==> src/rtl/beamformer_pkg.sv <==
// beamformer_pkg: shared types and defaults for the FIR channel scheduler.
//   Provides the scheduler FSM state enum, default sizing constants and a
//   modular-add helper so pointer math wraps correctly for any channel count.
package beamformer_pkg;

    typedef enum logic [1:0] {IDLE, ISSUE, WAIT, OUTPUT} state_e;

    localparam int N_CH_DEF    = 4;
    localparam int DATA_W_DEF  = 16;
    localparam int OUT_W_DEF   = 111;
    localparam int TIMEOUT_DEF = 256;

    // (a + b) mod n, valid for 0 <= a, b < n; avoids a divider for non-power-of-2 n
    function automatic int wrap_add(input int a, input int b, input int n);
        return (a + b >= n) ? a + b - n : a + b;
    endfunction

endpackage

==> src/rtl/rr_arbiter.sv <==
// rr_arbiter: combinational round-robin pick of the first request at/after ptr.
//   req  in  N   request vector
//   ptr  in  CW  highest-priority index for this evaluation
//   gnt  out N   one-hot grant (all zero when no request)
//   idx  out CW  index of the granted request
//   any  out 1   at least one request present
module rr_arbiter
    import beamformer_pkg::*;
#(
    parameter  int N  = 4,
    localparam int CW = $clog2(N)
) (
    input  logic [N-1:0]  req,
    input  logic [CW-1:0] ptr,
    output logic [N-1:0]  gnt,
    output logic [CW-1:0] idx,
    output logic          any
);

    logic [CW-1:0] c;

    // Scan offsets from farthest to nearest so the nearest request wins last
    always_comb begin
        idx = '0;
        c   = '0;
        any = |req;
        for (int k = N - 1; k >= 0; k--) begin
            c = CW'(wrap_add(int'(ptr), k, N));
            if (req[c]) idx = c;
        end
        gnt      = '0;
        gnt[idx] = any;
    end

endmodule

==> src/rtl/fir_channel_scheduler.sv <==
// fir_channel_scheduler: shares one FIR datapath across N_CH channels round-robin.
//   clk          in   system clock, rising edge
//   rst          in   asynchronous active-low reset
//   ch_valid     in   per-channel new-sample pulse
//   ch_data      in   channel i sample in [i*DATA_W +: DATA_W]
//   fir_valid    out  one-cycle issue strobe to the filter
//   fir_data     out  issued sample (held until next issue)
//   fir_ch       out  issued channel tag (held until next issue)
//   fir_done     in   filter result strobe, honoured only while waiting
//   fir_result   in   filter output
//   out_valid    out  result available downstream
//   out_ready    in   downstream accept
//   out_data     out  captured result
//   out_ch       out  channel of the captured result
//   busy         out  FSM not idle
//   overrun      out  sticky per channel: unissued sample overwritten
//   timeout_err  out  sticky: filter never answered an issued job
//   clr_err      in   clears the sticky error flags (a same-cycle set wins)
module fir_channel_scheduler
    import beamformer_pkg::*;
#(
    parameter  int N_CH    = N_CH_DEF,
    parameter  int DATA_W  = DATA_W_DEF,
    parameter  int OUT_W   = OUT_W_DEF,
    parameter  int TIMEOUT = TIMEOUT_DEF,
    localparam int CH_W    = $clog2(N_CH),
    localparam int CNT_W   = $clog2(TIMEOUT + 1)
) (
    input  logic                     clk,
    input  logic                     rst,
    input  logic [N_CH-1:0]          ch_valid,
    input  logic [N_CH*DATA_W-1:0]   ch_data,
    output logic                     fir_valid,
    output logic [DATA_W-1:0]        fir_data,
    output logic [CH_W-1:0]          fir_ch,
    input  logic                     fir_done,
    input  logic [OUT_W-1:0]         fir_result,
    output logic                     out_valid,
    input  logic                     out_ready,
    output logic [OUT_W-1:0]         out_data,
    output logic [CH_W-1:0]          out_ch,
    output logic                     busy,
    output logic [N_CH-1:0]          overrun,
    output logic                     timeout_err,
    input  logic                     clr_err
);

    state_e                        state_q, state_d;
    logic [CH_W-1:0]               rr_ptr_q, rr_ptr_d;
    logic [N_CH-1:0]               pending_q, pending_d;
    logic [N_CH-1:0][DATA_W-1:0]   buf_q, buf_d;
    logic                          fir_valid_q, fir_valid_d;
    logic [DATA_W-1:0]             fir_data_q, fir_data_d;
    logic [CH_W-1:0]               fir_ch_q, fir_ch_d;
    logic [CNT_W-1:0]              cnt_q, cnt_d;
    logic                          out_valid_q, out_valid_d;
    logic [OUT_W-1:0]              out_data_q, out_data_d;
    logic [CH_W-1:0]               out_ch_q, out_ch_d;
    logic [N_CH-1:0]               overrun_q, overrun_d;
    logic                          timeout_q, timeout_d;

    logic [N_CH-1:0] gnt;
    logic [CH_W-1:0] gnt_idx;
    logic            any_req;
    logic            take;

    rr_arbiter #(.N(N_CH)) u_arb (
        .req (pending_q),
        .ptr (rr_ptr_q),
        .gnt (gnt),
        .idx (gnt_idx),
        .any (any_req)
    );

    assign take = (state_q == IDLE) && any_req;

    always_comb begin
        state_d     = state_q;
        rr_ptr_d    = rr_ptr_q;
        fir_valid_d = 1'b0;
        fir_data_d  = fir_data_q;
        fir_ch_d    = fir_ch_q;
        cnt_d       = cnt_q;
        out_valid_d = out_valid_q;
        out_data_d  = out_data_q;
        out_ch_d    = out_ch_q;
        overrun_d   = clr_err ? '0 : overrun_q;
        timeout_d   = clr_err ? 1'b0 : timeout_q;
        // A grant reads the old buffer entry, so a same-cycle new sample just re-arms pending
        for (int i = 0; i < N_CH; i++) begin
            buf_d[i]     = ch_valid[i] ? ch_data[i*DATA_W +: DATA_W] : buf_q[i];
            pending_d[i] = ch_valid[i] | (pending_q[i] & ~(take & gnt[i]));
            overrun_d[i] = overrun_d[i] | (ch_valid[i] & pending_q[i] & ~(take & gnt[i]));
        end
        case (state_q)
            IDLE: begin
                if (any_req) begin
                    state_d     = ISSUE;
                    fir_valid_d = 1'b1;
                    fir_data_d  = buf_q[gnt_idx];
                    fir_ch_d    = gnt_idx;
                    rr_ptr_d    = CH_W'(wrap_add(int'(gnt_idx), 1, N_CH));
                end
            end
            ISSUE: begin
                state_d = WAIT;
                cnt_d   = '0;
            end
            WAIT: begin
                cnt_d = cnt_q + 1'b1;
                if (fir_done) begin
                    state_d     = OUTPUT;
                    out_valid_d = 1'b1;
                    out_data_d  = fir_result;
                    out_ch_d    = fir_ch_q;
                end else if (cnt_q == CNT_W'(TIMEOUT - 1)) begin
                    state_d   = IDLE;
                    timeout_d = 1'b1;
                end
            end
            OUTPUT: begin
                if (out_ready) begin
                    state_d     = IDLE;
                    out_valid_d = 1'b0;
                end
            end
            default: state_d = IDLE;
        endcase
    end

    always_ff @(posedge clk or negedge rst) begin
        if (!rst) begin
            state_q     <= IDLE;
            rr_ptr_q    <= '0;
            pending_q   <= '0;
            buf_q       <= '0;
            fir_valid_q <= 1'b0;
            fir_data_q  <= '0;
            fir_ch_q    <= '0;
            cnt_q       <= '0;
            out_valid_q <= 1'b0;
            out_data_q  <= '0;
            out_ch_q    <= '0;
            overrun_q   <= '0;
            timeout_q   <= 1'b0;
        end else begin
            state_q     <= state_d;
            rr_ptr_q    <= rr_ptr_d;
            pending_q   <= pending_d;
            buf_q       <= buf_d;
            fir_valid_q <= fir_valid_d;
            fir_data_q  <= fir_data_d;
            fir_ch_q    <= fir_ch_d;
            cnt_q       <= cnt_d;
            out_valid_q <= out_valid_d;
            out_data_q  <= out_data_d;
            out_ch_q    <= out_ch_d;
            overrun_q   <= overrun_d;
            timeout_q   <= timeout_d;
        end
    end

    assign fir_valid   = fir_valid_q;
    assign fir_data    = fir_data_q;
    assign fir_ch      = fir_ch_q;
    assign out_valid   = out_valid_q;
    assign out_data    = out_data_q;
    assign out_ch      = out_ch_q;
    assign busy        = (state_q != IDLE);
    assign overrun     = overrun_q;
    assign timeout_err = timeout_q;

endmodule

==> config.mk <==
export PLATFORM = sky130hd
export DESIGN_NAME = fir_channel_scheduler
export DESIGN_NICKNAME = d
export VERILOG_FILES = /design/src/rtl/beamformer_pkg.sv /design/src/rtl/rr_arbiter.sv /design/src/rtl/fir_channel_scheduler.sv
export SDC_FILE = /design/constraint.sdc
export NUM_CORES = 1
export LEC_CHECK = 0
export ABC_AREA = 0
export CORE_MARGIN = 8
export CORE_UTILIZATION = 40
export CTS_BUF_LIST = sky130_fd_sc_hd__clkbuf_8
export DETAILED_ROUTE_END_ITERATION = 7
export PLACE_DENSITY_LB_ADDON = 0.25
export SYNTH_ARGS = -nofsm -noshare
export SYNTH_HDL_FRONTEND = slang
export SYNTH_SLANG_ARGS = --single-unit
==> constraint.sdc <==
create_clock -name clk -period 1.7 [get_ports clk]
set_input_delay 0.34 -clock clk [delete_from_list [all_inputs] [get_ports clk]]
set_output_delay 0.34 -clock clk [all_outputs]
set_load 0.1 [all_outputs]
==> flow_summary.yaml, run 1 <==
# implementation run metrics
final_timing:
  postLayoutSetupSlackWorst_ns: -0.08087
  hold_viol: 0
  hold_slack_ns: 0.3079
  skew_ns: 0.01414
  finalSetupViolCount: 15
  slew_viol_final: 0
global_routing:
  antenna_found_initial: 0
  grt-ovfl-total: 0
  grt_use_total_pct: 19.83
  grt_max_degree: 53
  grt_pass1_wl_um: 41010
  grt_pass1_vias: 7030
clock_tree:
  cts_setup_buffers: 6
  cts_resized: 7
  clkTransAtPathRegs_ns: 0.07
  cts.htree.levels: 2
logic_synthesis:
  ys_area_mm2: 0.008767
  netlist.top_cell.by_area: "dfrtp_1"
  ys_cells: 595
  ys_top_cells_by_count: "219 x dfrtp_1, 177 x mux2_2, 34 x mux2i_1"
  top_cells_by_area: "dfrtp_1 63%, mux2_2 23%, mux2i_1 3.9%"
  async_reset_ff_share_pct: 100.0
  ys_sh_adder_pct: 0.8563
  syn_area_mm2: 0.008767
  fp_nets: 785
  synth-seq-cells: 219
layout:
  largestClassByArea: "sequential cells"
  areaGrowthSynthToFinish_pct: 72.87
  largest_reg_flops: 111
  logic_gates: 332
  layout_top_cell: "dfrtp_1"
  comb_share_pct: 21.45
  layout.nonclk_buf_share_pct: 34.81
  n_all_buffers: 378
  inverters_excl_clock: 14
detailed_routing:
  dr.pass1.iters: 4
  drt-wirelength-per-cell_um: 21.48
  drtIter0Drc: 232
  via_per_inst: 4.998
floorplanning:
  fp-utilization_pct: 40.42
  io_pins: 323
setup_path:
  crit_buf_inv: 3
  critPathSlowestCell: "dfrtp_1"
  r2r_end: "fir_data[8]"
  crit_arrival_ns: 1.44
  r2r_start: "pending_q[0]"
  startpoint: "state_q[0]"
  rrSetupSlack_ns: -0.05
  path_depth: 4
  criticalPathCategory: "reg2out"
  cp_slowest_stage_delay_ns: 0.39
  cp-endpoint: "busy"
place:
  post-dp-hpwl_um: 20630
  place_congestion: 0.7907
status:
  status: "finished, violations left"
  violations: "setup timing"
job:
  cap_viol_max_count: 0
  warnings: 31
==> run 1: routing by layer <==
layer / track usage, % / vias up / share of wire, %
li1: - / 2906 / -
met1: 22.82 / 3239 / 37
met2: 35.29 / 241 / 53
met3: 4.812 / 47 / 6.8
met4: 7.190 / 0 / 2.7
met5: 0 / - / 0
==> run 1: stage by stage <==
step	cell area, µm²	util, %	instances
floorplan	8780	-	595
global route	15150	69.86	1285
finish	15160	69.88	1287
CTS	14900	68.68	1277
global placement	14050	64.80	1207
detailed placement	14050	64.80	1207
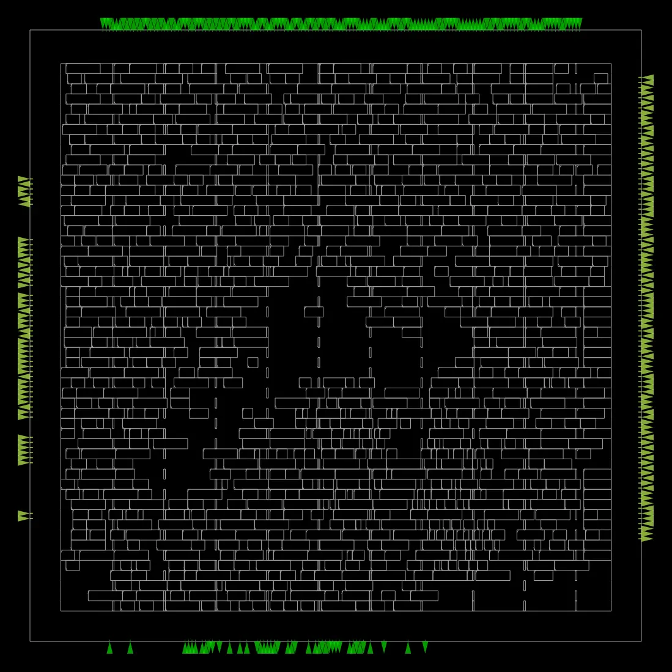
Figure 1: run 1, placement view.
seq_cells: 219
fin cells: 1287
num rows: 54
number of fill cells: 1491

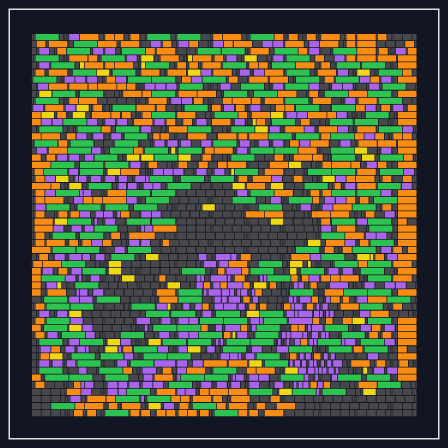
Figure 2: run 1, placement by cell class.
Fill, decap, tap and diode cells in grey.
Green stands for flip-flops, cells 219, share of their area 37%. Yellow stands for clock drivers and dummy loads, cells 62, share of their area 5.0%. Orange stands for other buffers and delay cells, cells 378, share of their area 36%. Purple stands for all other logic, cells 346, share of their area 22%.
flop share of the area: 36.18%
fin util: 69.88%
Core ar.: 0.02169 mm²
Post-Layout Inst Area: 0.01516 mm²

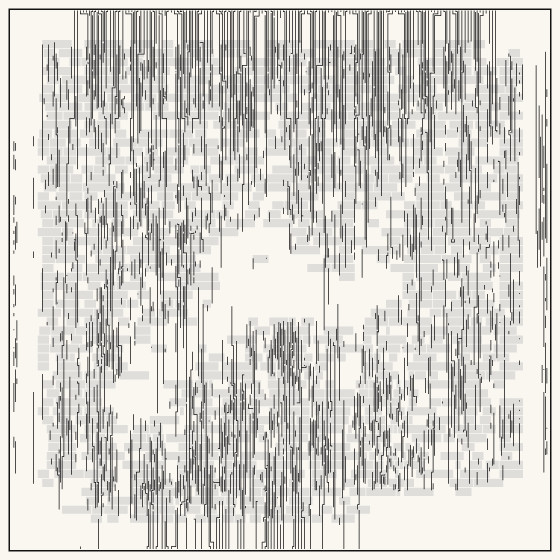
Figure 3: run 1, met2 routing.
Cells faint in the background.
1097 nets have wire on it. The wires run mostly vertical. The layer carries 14600 µm of wire. The layer holds 53% of the routed length.
routing usage on met2: 35.29%
vias after detailed routing: 6433
WL final: 27650 µm

==> run 2: changes to the inputs <==
Settings changed: CORE_ASPECT_RATIO from default to 0.6, GPL_TIMING_DRIVEN from default to 0, HOLD_SLACK_MARGIN from default to 0.15.
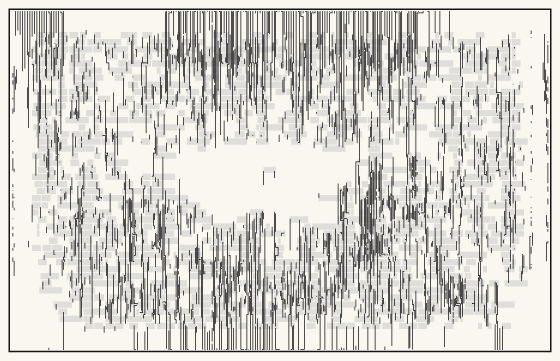
Figure 4: run 2, met2 routing.
Cells faint in the background.
The layer carries 11800 µm of wire. 1068 nets have wire on it. The layer holds 45% of the routed length. The wires run mostly vertical.

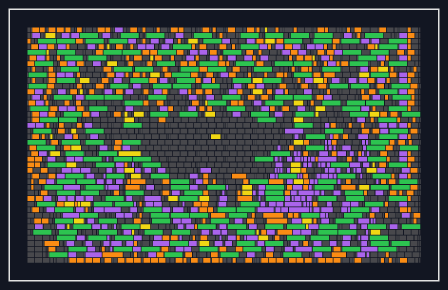
Figure 5: run 2, placement by cell class.
Fill, decap, tap and diode cells in grey.
Orange stands for other buffers and delay cells, cells 379, share of their area 25%. Yellow stands for clock drivers and dummy loads, cells 61, share of their area 5.3%. Purple stands for all other logic, cells 346, share of their area 27%. Green stands for flip-flops, cells 219, share of their area 43%.
fin util: 60.73%
Core ar.: 0.02176 mm²

==> flow_summary.yaml, run 2 <==
# implementation run metrics
logic_synthesis:
  ys_sh_adder_pct: 0.8563
  ys_top_cells_by_count: "219 x dfrtp_1, 177 x mux2_2, 34 x mux2i_1"
  netlist.top_cell.by_area: "dfrtp_1"
  ys_area_mm2: 0.008767
  ys_warn_count: 0
  async_reset_ff_share_pct: 100.0
  ys_cells: 595
  edf_count: 0
  ys_sh_simple_pct: 3.040
  top_cells_by_area: "dfrtp_1 63%, mux2_2 23%, mux2i_1 3.9%"
  syn_area_mm2: 0.008767
  ys_sh_xor_pct: 0.1998
  yosysTopAreaCellShare_pct: 62.51
  synth-seq-cells: 219
  fp_nets: 785
  syn_avg_cell_area_um2: 14.73
detailed_routing:
  highest_layer: "met5"
  dr.pass1.iters: 4
  drtIter0Drc: 312
  vias: 6377
  drt-wirelength-per-cell_um: 20.33
  drt-total-wl_um: 26250
  via_per_inst: 4.940
  wl_met1_um: 11720
  wl_met3_um: 2225
  met2_length_um: 11810
final_timing:
  slew_viol_final: 0
  hold_slack_ns: 0.3834
  postLayoutSetupSlackWorst_ns: -0.2192
  finalSetupViolCount: 25
  min_period_over_period_pct: 112.9
  max_clock_freq_mhz: 521.0
  skew_ns: 0.02507
  rsz0062_at_grt: "yes"
  hold_viol: 0
global_routing:
  grt_pass1_vias: 6779
  grt-busiest-layer: "met2"
  grt_use_total_pct: 18.65
  antenna_found_initial: 2
  use_met1_pct: 25.38
  gr-usage-met3_pct: 7.265
  grt_pass1_wl_um: 39890
  met2_usage_pct: 27.58
  grt_max_degree: 114
  grt-ovfl-total: 0
place:
  post-dp-hpwl_um: 18980
  dp.cells: 1200
  place_congestion: 0.7743
  place_area_mm2: 0.01235
setup_path:
  crit_buf_inv: 3
  startpoint_type: "register"
  cp_slowest_stage_delay_ns: 0.41
  criticalPathCategory: "reg2reg"
  crit_arrival_ns: 2.29
  critPathSlowestCell: "dfrtp_1"
layout:
  layout_top_cell: "dfrtp_1"
  finalNonFillerCells: 1291
  largest_reg_flops: 111
  finalInstanceArea_mm2: 0.01321
  n_antenna_cell: 0
  areaGrowthSynthToFinish_pct: 50.71
status:
  status: "finished, violations left"
  violations: "setup timing"
clock_tree:
  clkTransAtPathRegs_ns: 0.07
  cts_resized: 764
  cts.htree.levels: 2
  cts_setup_buffers: 6
  clock.latency.late_pin_ns: 0.51
floorplanning:
  die_h_um: 130.7
  fp-utilization_pct: 40.30
  rows: 42
  io_pins: 323
  die_area_mm2: 0.02707
  die_width_um: 207.1
job:
  warnings: 35
  cap_viol_max_count: 0
==> run 2: final timing paths <==
| kind | from | endpoint | slack [ns] | cells past startpoint |
|---|---|---|---|---|
| min in group clk | ch_valid[1] | buf_q[20] | 0.38 | 2 |
| hold reg to reg | fir_data[9] | fir_data[9] | 0.49 | 2 |
| setup reg to reg | pending_q[2] | fir_data[9] | -0.22 | 8 |
| setup / recovery | pending_q[2] | fir_data[9] | -0.22 | 8 |
| max in group asynchronous | rst | state_q[1] | 0.27 | 3 |
| hold / removal | rst | buf_q[30] | 0.38 | 2 |
==> run 2: cell type report <==
type	count	area, µm²
Fill cell	1747	8543
Sequential cell	219	5487
Multi-Input combinational cell	332	3420
Timing Repair Buffer	349	2935
Clock buffer	42	578.1
Tap cell	286	357.8
Buffer	30	272.8
Clock inverter	19	106.4
Inverter	14	56.30
==> run 3: changes to the inputs <==
Settings changed: CELL_PAD_IN_SITES_DETAIL_PLACEMENT from default to 1, CELL_PAD_IN_SITES_GLOBAL_PLACEMENT from default to 1, CORE_UTILIZATION 40 to 32, CTS_BUF_LIST sky130_fd_sc_hd__clkbuf_8 to sky130_fd_sc_hd__clkbuf_8 sky130_fd_sc_hd__clkbuf_16, PLACE_DENSITY from default to 0.88, PLACE_DENSITY_LB_ADDON 0.25 to default.
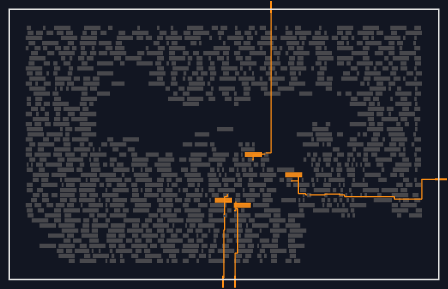
Figure 6: run 3, nets reached from selected ports.
Orange stands for overrun, direction output, edge 2 bottom, 1 right, 1 top, end cells 4, buffers 4, wire 294 µm.
IO Count: 323
PortBufs: 318

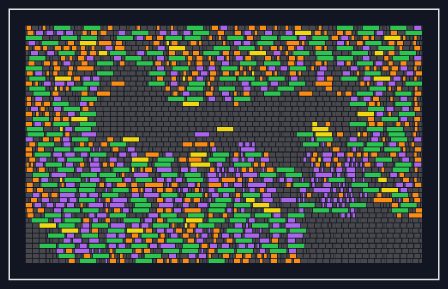
Figure 7: run 3, placement by cell class.
Fill, decap, tap and diode cells in grey.
Green stands for flip-flops, cells 219, share of their area 42%. Yellow stands for clock drivers and dummy loads, cells 39, share of their area 5.4%. Orange stands for other buffers and delay cells, cells 384, share of their area 25%. Purple stands for all other logic, cells 346, share of their area 28%.

==> flow_summary.yaml, run 3 <==
# implementation run metrics
status:
  status: "finished, violations left"
  violations: "setup timing"
final_timing:
  rsz0062_at_grt: "yes"
  max_clock_freq_mhz: 527.5
  postLayoutSetupSlackWorst_ns: -0.1957
  hold_viol: 0
  skew_ns: 0.01668
  min_period_over_period_pct: 111.5
  finalSetupViolCount: 65
  slew_viol_final: 0
place:
  dp.cells: 1281
  post-dp-hpwl_um: 21980
  place_area_mm2: 0.01245
  place_congestion: 0.7622
layout:
  finalInstanceArea_mm2: 0.01364
  final_util_pct: 50.11
  n_antenna_cell: 0
  finalNonFillerCells: 1355
  areaGrowthSynthToFinish_pct: 55.62
floorplanning:
  die_h_um: 144.2
  die_width_um: 229.7
  rows: 47
  fp.coreArea_mm2: 0.02723
detailed_routing:
  met2_length_um: 15780
  drtIter0Drc: 271
  drt-total-wl_um: 31250
  vias: 6490
  drt-wirelength-per-cell_um: 23.06
  highest_layer: "met5"
  wl_met1_um: 12630
  dr.pass1.iters: 4
  via_per_inst: 4.790
  wl_met3_um: 2090
clock_tree:
  cts.htree.levels: 1
  clkTransAtPathRegs_ns: 0.06
  cts_setup_buffers: 12
  cts_resized: 801
  clock.latency.late_pin_ns: 0.52
setup_path:
  r2r_start: "pending_q[2]"
  critPathSlowestCell: "dfrtp_2"
  startpoint: "pending_q[2]"
  crit_arrival_ns: 2.27
  crit_buf_inv: 2
  r2r_end: "fir_data[11]"
  ff2ff_path_depth: 7
  rrSetupSlack_ns: -0.20
logic_synthesis:
  top_cells_by_area: "dfrtp_1 63%, mux2_2 23%, mux2i_1 3.9%"
  syn_area_mm2: 0.008767
  edf_count: 0
  ys_warn_count: 0
  syn_avg_cell_area_um2: 14.73
  yosysTopAreaCellShare_pct: 62.51
  netlist.top_cell.by_area: "dfrtp_1"
  ys_sh_adder_pct: 0.8563
  ys_top_cells_by_count: "219 x dfrtp_1, 177 x mux2_2, 34 x mux2i_1"
global_routing:
  grt_pass1_vias: 7348
  grt_max_degree: 113
  grt-busiest-layer: "met2"
  gr-usage-met3_pct: 5.760
  met2_usage_pct: 30.32
  grt_use_total_pct: 17.63
  antenna_found_initial: 3
  use_met1_pct: 21.47
job:
  cap_viol_max_count: 0
  warnings: 35
## run 3: cell counts after synthesis
No cell type changed its count.
## run 3: cell type report
| class | count | area (µm²) |
|---|---|---|
| inverters | 14 | 56.30 |
| flip-flops and latches | 219 | 5487 |
| repair buffers | 354 | 3013 |
| fillers | 2764 | 13580 |
| plain buffers | 30 | 336.6 |
| clock buffers | 27 | 630.6 |
| multi-input cells | 332 | 3578 |
| well taps | 367 | 459.2 |
| clock inverters | 12 | 82.58 |
## run 3: worst max-delay path by stage
stage / slack [ns] / cells past startpoint / endpoint
6_report: -0.20 / 7 / fir_data[11]
3_5_place_dp: -0.72 / 4 / busy
5_1_grt: -0.25 / 7 / fir_data[11]
2_1_floorplan: 0.03 / 7 / overrun[1]
4_1_cts: -0.17 / 4 / busy
3_3_place_gp: -9.23 / 1 / out_data[55]

==> screenshots <==
Metal 3.
Scale bar: 50 µm.
panel A
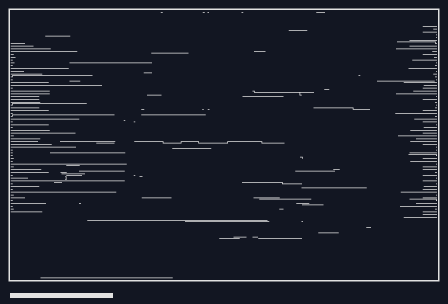
panel B
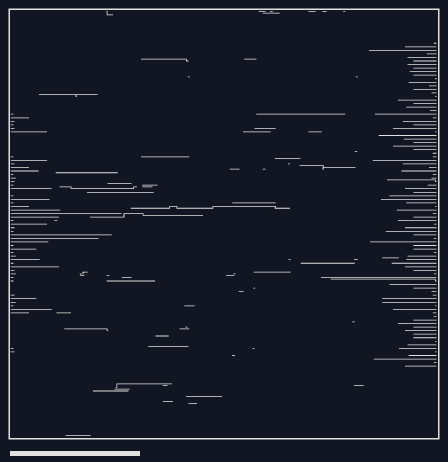
run 2 -> panel A
run 1 -> panel B

Key to panel A:
160 nets have wire on it. The longest straight run is 86.9 µm. The layer carries 2230 µm of wire. The wires run mostly horizontal. The layer holds 8.5% of the routed length.

